`src/rtl/fm_da_agc.sv`:
```
// DC-blocks the FIR output, applies window-peak AGC (Q3.5 gain) and emits offset-binary DAC codes.
// Latency 2 cycles at one sample per cycle; no backpressure, outputs hold while out_valid is low.
module fm_da_agc #(
    parameter int WIN_LEN   = 4096,
    parameter int TARGET    = 96,
    parameter int HYST      = 16,
    parameter int DC_SHIFT  = 8,
    parameter int GAIN_INIT = 32,
    parameter int GAIN_MIN  = 4,
    parameter int GAIN_MAX  = 255
) (
    input  logic       sys_clk,
    input  logic       sys_rst,
    input  logic       agc_en,
    input  logic       in_valid,
    input  logic [7:0] in_data,
    input  logic       in_otr,
    output logic       out_valid,
    output logic [7:0] out_data,
    output logic       sat_flag,
    output logic [7:0] gain
);

    localparam int CNT_W = $clog2(WIN_LEN) + 1;
    localparam logic [CNT_W-1:0] CNT_LAST = CNT_W'(WIN_LEN - 1);
    localparam logic [10:0] P_HI = 11'(TARGET + HYST);
    localparam logic [10:0] P_LO = 11'(TARGET - HYST);
    localparam logic [7:0] G_INIT = 8'(GAIN_INIT);
    localparam logic [7:0] G_MIN  = 8'(GAIN_MIN);
    localparam logic [7:0] G_MAX  = 8'(GAIN_MAX);

    typedef enum logic {S_MEASURE, S_UPDATE} state_t;

    state_t             r_state, w_state_nxt;
    logic               w_upd;
    logic signed [16:0] r_acc;
    logic signed [16:0] w_dc, w_in_ext, w_diff;
    logic signed [8:0]  w_x_ac;
    logic [8:0]         w_abs;
    logic [7:0]         w_mag;
    logic               r_s1_vld;
    logic signed [8:0]  r_s1_x;
    logic signed [16:0] w_p, w_y;
    logic [7:0]         w_y_sat;
    logic               w_sat;
    logic [7:0]         r_gain, w_gain_nxt, w_step, w_dec;
    logic [10:0]        w_pk_scaled;
    logic [CNT_W-1:0]   r_cnt;
    logic [7:0]         r_peak;
    logic               r_otr_seen;

    // Stage 1: leaky-integrator DC estimate subtracted from the incoming sample
    assign w_dc     = r_acc >>> DC_SHIFT;
    assign w_in_ext = {{9{in_data[7]}}, in_data};
    assign w_diff   = w_in_ext - w_dc;
    assign w_x_ac   = w_diff[8:0];
    assign w_abs    = w_x_ac[8] ? (9'd0 - w_x_ac) : w_x_ac;
    assign w_mag    = w_abs[8] ? 8'hFF : w_abs[7:0];

    // Stage 2: signed sample times unsigned Q3.5 gain, then clip to 8 bits
    assign w_p = {{8{r_s1_x[8]}}, r_s1_x} * $signed({9'd0, r_gain});
    assign w_y = w_p >>> 5;

    always_comb begin
        w_y_sat = w_y[7:0];
        w_sat   = 1'b0;
        if (w_y > 17'sd127) begin
            w_y_sat = 8'h7F;
            w_sat   = 1'b1;
        end else if (w_y < -17'sd128) begin
            w_y_sat = 8'h80;
            w_sat   = 1'b1;
        end
    end

    always_ff @(posedge sys_clk or posedge sys_rst) begin
        if (sys_rst) begin
            r_acc     <= '0;
            r_s1_vld  <= 1'b0;
            r_s1_x    <= '0;
            out_valid <= 1'b0;
            out_data  <= 8'd128;
            sat_flag  <= 1'b0;
        end else begin
            r_s1_vld  <= in_valid;
            out_valid <= r_s1_vld;
            if (in_valid) begin
                r_s1_x <= w_x_ac;
                r_acc  <= r_acc + w_diff;
            end
            if (r_s1_vld) begin
                out_data <= w_y_sat ^ 8'h80;
                sat_flag <= w_sat;
            end
        end
    end

    // Window FSM
    always_ff @(posedge sys_clk or posedge sys_rst) begin
        if (sys_rst) r_state <= S_MEASURE;
        else         r_state <= w_state_nxt;
    end

    always_comb begin
        w_state_nxt = r_state;
        if (!agc_en) begin
            w_state_nxt = S_MEASURE;
        end else begin
            case (r_state)
                S_MEASURE: if (in_valid && r_cnt == CNT_LAST) w_state_nxt = S_UPDATE;
                S_UPDATE:  w_state_nxt = S_MEASURE;
                default:   w_state_nxt = S_MEASURE;
            endcase
        end
    end

    always_comb begin
        w_upd = agc_en && (r_state == S_UPDATE);
    end

    // Gain decision from the window peak as it would appear at the output
    assign w_pk_scaled = 11'(({8'd0, r_peak} * {8'd0, r_gain}) >> 5);
    assign w_step      = (r_gain[7:3] == 5'd0) ? 8'd1 : {3'd0, r_gain[7:3]};
    assign w_dec       = r_gain - w_step;

    always_comb begin
        w_gain_nxt = r_gain;
        if (r_otr_seen || w_pk_scaled > P_HI)
            w_gain_nxt = (w_dec < G_MIN) ? G_MIN : w_dec;
        else if (w_pk_scaled < P_LO)
            w_gain_nxt = (r_gain >= G_MAX) ? G_MAX : r_gain + 8'd1;
    end

    always_ff @(posedge sys_clk or posedge sys_rst) begin
        if (sys_rst) begin
            r_gain     <= G_INIT;
            r_cnt      <= '0;
            r_peak     <= '0;
            r_otr_seen <= 1'b0;
        end else if (!agc_en) begin
            r_gain     <= G_INIT;
            r_cnt      <= '0;
            r_peak     <= '0;
            r_otr_seen <= 1'b0;
        end else if (w_upd) begin
            r_gain     <= w_gain_nxt;
            r_cnt      <= in_valid ? CNT_W'(1) : '0;
            r_peak     <= in_valid ? w_mag : 8'd0;
            r_otr_seen <= in_valid & in_otr;
        end else if (in_valid) begin
            r_cnt      <= r_cnt + CNT_W'(1);
            if (w_mag > r_peak) r_peak <= w_mag;
            r_otr_seen <= r_otr_seen | in_otr;
        end
    end

    assign gain = r_gain;

endmodule

```
`config.mk`:
```
export PLATFORM = sky130hd
export DESIGN_NAME = fm_da_agc
export DESIGN_NICKNAME = d
export VERILOG_FILES = /design/src/rtl/fm_da_agc.sv
export SDC_FILE = /design/constraint.sdc
export NUM_CORES = 1
export LEC_CHECK = 0
export ABC_AREA = 1
export CAP_MARGIN = 10
export CORE_UTILIZATION = 35
export DETAILED_ROUTE_END_ITERATION = 16
export HOLD_SLACK_MARGIN = 0.05
export PLACE_DENSITY = 0.46
export SLEW_MARGIN = 5
export SYNTH_ARGS = -nofsm -noshare
export SYNTH_HDL_FRONTEND = slang
export SYNTH_SLANG_ARGS = --single-unit
```
`constraint.sdc`:
```
create_clock -name sys_clk -period 6.9 [get_ports sys_clk]
set_input_delay 1.38 -clock sys_clk [delete_from_list [all_inputs] [get_ports sys_clk]]
set_output_delay 1.38 -clock sys_clk [all_outputs]
set_load 0.03 [all_outputs]
```
Fig. 1: metal layers overlaid
(1.5 px per um)
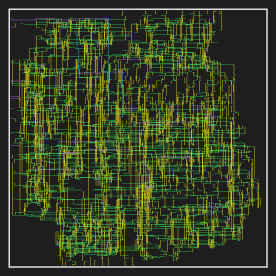
legend:
  M1:
    colour: green
    wire_length: 11,500 um
  M4:
    colour: cyan
    wire_length: 176 um
  M2:
    colour: yellow
    wire_length: 11,100 um
  M3:
    colour: purple
    wire_length: 444 um

==> Slide: Implementation Results <==
Physical Implementation Snapshot

Clock tree
  • Root Driver: clkbuf_16
  • Clock Sinks: 68
  • Clock Path Buffers: 2
  • Reg clk slew, reported paths: 0.06 ns
  • Post-CTS setup buffer count: 0
  • Late-Pin Clk Latency: 0.34 ns
  • Post-CTS sizing: 0
  • Hold-fix buffers, CTS: 0
  • CTS Buf Count: 9
  • CTS tree: built
  • CTS HTree Levels: 3

Worst setup path
  • Crit path top cell by count: inv_1
  • Worst Path Arrival: 5.71 ns
  • Critical Path Sink Type: register
  • Worst Reg-to-Reg Cells: 23
  • CP max-delay cell: fa_1
  • Worst EP required: 7.17 ns
  • Slowest cell delay on critical path: 0.60 ns
  • Worst setup endpoint: out_data[2]$_DFFE_PP0P_
  • Startpoint Class: register
  • Worst Path Max Fanout: 13
  • R2R Path Start: gain[4]$_DFFE_PP0P_
  • Reg2Reg Capture Point: out_data[2]$_DFFE_PP0P_
  • Setup crit start: gain[4]$_DFFE_PP0P_
  • R2R setup slack: 1.46 ns
  • Crit path kind: reg2reg
  • Crit path cell chain: buf_4 -> nand2_1 -> inv_1 -> fa_1 -> inv_1 -> fa_1 -> inv_1 -> fa_1 -> inv_1 -> fa_1 -> inv_1 -> ha_1 -> inv_1 -> o21bai_1 -> inv_1 -> nor2_1 -> a211oi_1 -> o21ai_0 -> xnor2_1 -> inv_1 -> nand2_1 -> nand3_1 -> a21oi_1

Synth
  • Post-synth top area cell: fa_1
  • Library cells used by synthesis: 49
  • Cell total in the yosys stat output: 1,412
  • Dominant cell area share: 19.27%
  • Syn Inst Count: 1,412
  • Ys async rst share: 100.0%
  • Post-synth EDFFs: 0
  • Post-Syn Area: 9973 sq um
  • Most used flip-flop cell: dfrtp_1
  • Synth top cell by count: nand2_1
  • Sequential area share after synthesis: 17.09%
  • Yosys reg bits: 68
  • Avg Inst Size Synth: 7.063 sq um
  • Syn_nets: 1,624
  • YS chip area: 9973 sq um
  • Synth cell count leaders: nand2_1 (362), inv_1 (349), ha_1 (103)
  • Ys Warns: 0
  • Top cells by area, synth: fa_1 (19%), dfrtp_1 (17%), nand2_1 (14%)

Worst hold path
  • Hold path cells: 1
  • Hold EP: r_state$_DFF_PP0_
  • Hold Startpoint: r_cnt[12]$_DFFE_PP0P_
  • Worst min path class: reg2reg

Detailed routing
  • Number of nets with antenna violations after routing: 0
  • Drt drc: 0
  • Final wirelength: 23.21 mm
  • Drt pass-1 iters: 8
  • Routed wire per std cell: 12.89 um
  • Initial DRC count: 319
  • Post-DR vias/cell: 4.610
  • Via count: 8,302

Layout
  • ANT cells: 0
  • Fin cells: 1,801
  • Layout Nets: 1,630
  • Area grow syn2layout: 10.01%
  • Share of layout cells above drive strength 1: 3.514%
  • Final core utilization: 39.28%
  • Top logic cells by instance count in the layout: nand2_1 (362), inv_1 (348), ha_1 (103)
  • Commonest Layout Cell: nand2_1

Floorplanning
  • Chip area: 29,170 sq um
  • Core area: 27,930 sq um
  • Site Rows: 61
  • Die Ht: 170.8 um
  • Die width: 170.8 um
  • Ports: 31
  • Fp_density: 35.70%

Placed design
  • Placer Congestion: 0.8296
  • Cell total after placement: 1,785
  • Detailed placement HPWL: 18.67 mm
  • Buffers on Ports: 30
  • Place WS: 1.237 ns

GRT
  • Grt peak-use layer: met2
  • Congestion Overflow GR: 0
  • GRT Util Overall: 17.31%
  • Largest net degree at the start of global routing: 69
  • Met2 usage: 29.64%
  • Initial antenna violation count: 0
  • M1 GR Usage: 23.61%
  • Number of global-route vias before repair: 8,235
  • First-pass GRT wire length: 40.20 mm
  • GR met3 Demand/Resource: 1.596%

STA
  • Post-Route Setup TNS: 0 ns
  • Worst Slack Setup Final: 1.461 ns
  • RSZ-0062 raised after global routing: no
  • Worst-margin pin slew: 0.9089 ns
  • Slew HR: 39.41%
  • Setup violators final: 0
  • Slew Viols, Final: 0
  • Minimum clock period: 5.439 ns
  • Final worst path period share: 78.83%
  • Min Hold Slack: 0.4543 ns
  • Clk_skew: 0.008502 ns
  • Fin. Hold Viols: 0
  • F_max: 0.1838 GHz

Status
  • Outcome: finished, final reports clean

Run
  • Max-Cap Viols: 0
  • Tool warnings: 26
Fig. 2: met3 routing
(3 px per um)
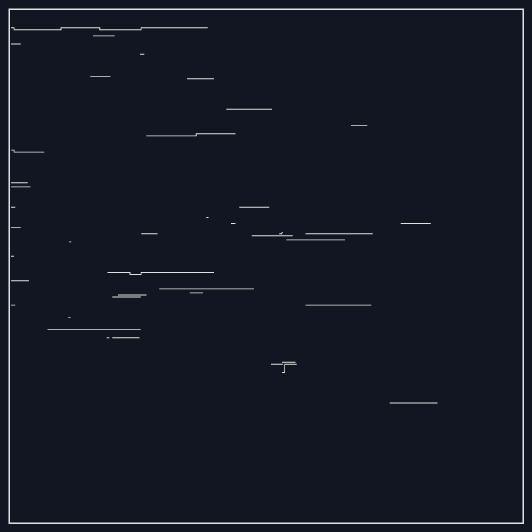
wire length on this layer: 444 um
longest straight run: 31.3 um
share of all routed wire: 1.9%
nets with wire on the layer: 33
main direction: horizontal

## per-stage QoR
stage / instance area, sq um
after floorplan: 9973
after CTS: 10970
after detailed placement: 10620
final: 10970
after global placement: 10620
after global routing: 10970
## area by class of cell
class                   count  area (sq um)
clock buffers              10         239.0
clock inverters             6         111.4
fillers                  3055         16960
inverters                 349          1310
multi-input cells         950          6759
flip-flops and latches     68          1704
well taps                 378         473.0
repair buffers             40         375.4
## logic make-up (layout without fill, tap and decap cells)
family | Yosys count | after routing | synth area share [%]
compound gates | 161 | 161 | 8.970
xor+xnor | 38 | 38 | 3.337
fa+ha+maj | 199 | 199 | 32.19
buf+inv | 394 | 405 | 15.14
flops | 68 | 68 | 17.09
simple gates | 552 | 552 | 23.27
## state kept, by name, indices dropped and copies added, names as in the netlist
signal,flops
r_acc,17
r_cnt,13
r_s1_x,9
gain,8
out_data,8
r_peak,8
out_valid,1
r_otr_seen,1
r_s1_vld,1
r_state,1
sat_flag,1
## metal layers
layer | up-vias | wire length, um
li1 | 4304 | -
met1 | 3918 | 11480
met2 | 68 | 11110
met3 | 12 | 443
met4 | 0 | 176
met5 | - | 0
## critical path, delay by kind of cell, from the launching register on
family	cells	cell delay, ns
adders and majority gates	5	2.52
buffers and inverters	9	0.91
DFF	1	0.56
and+or+nand+nor	4	0.55
AOI/OAI and AO/OA	4	0.52
xor gates and xnor gates	1	0.29
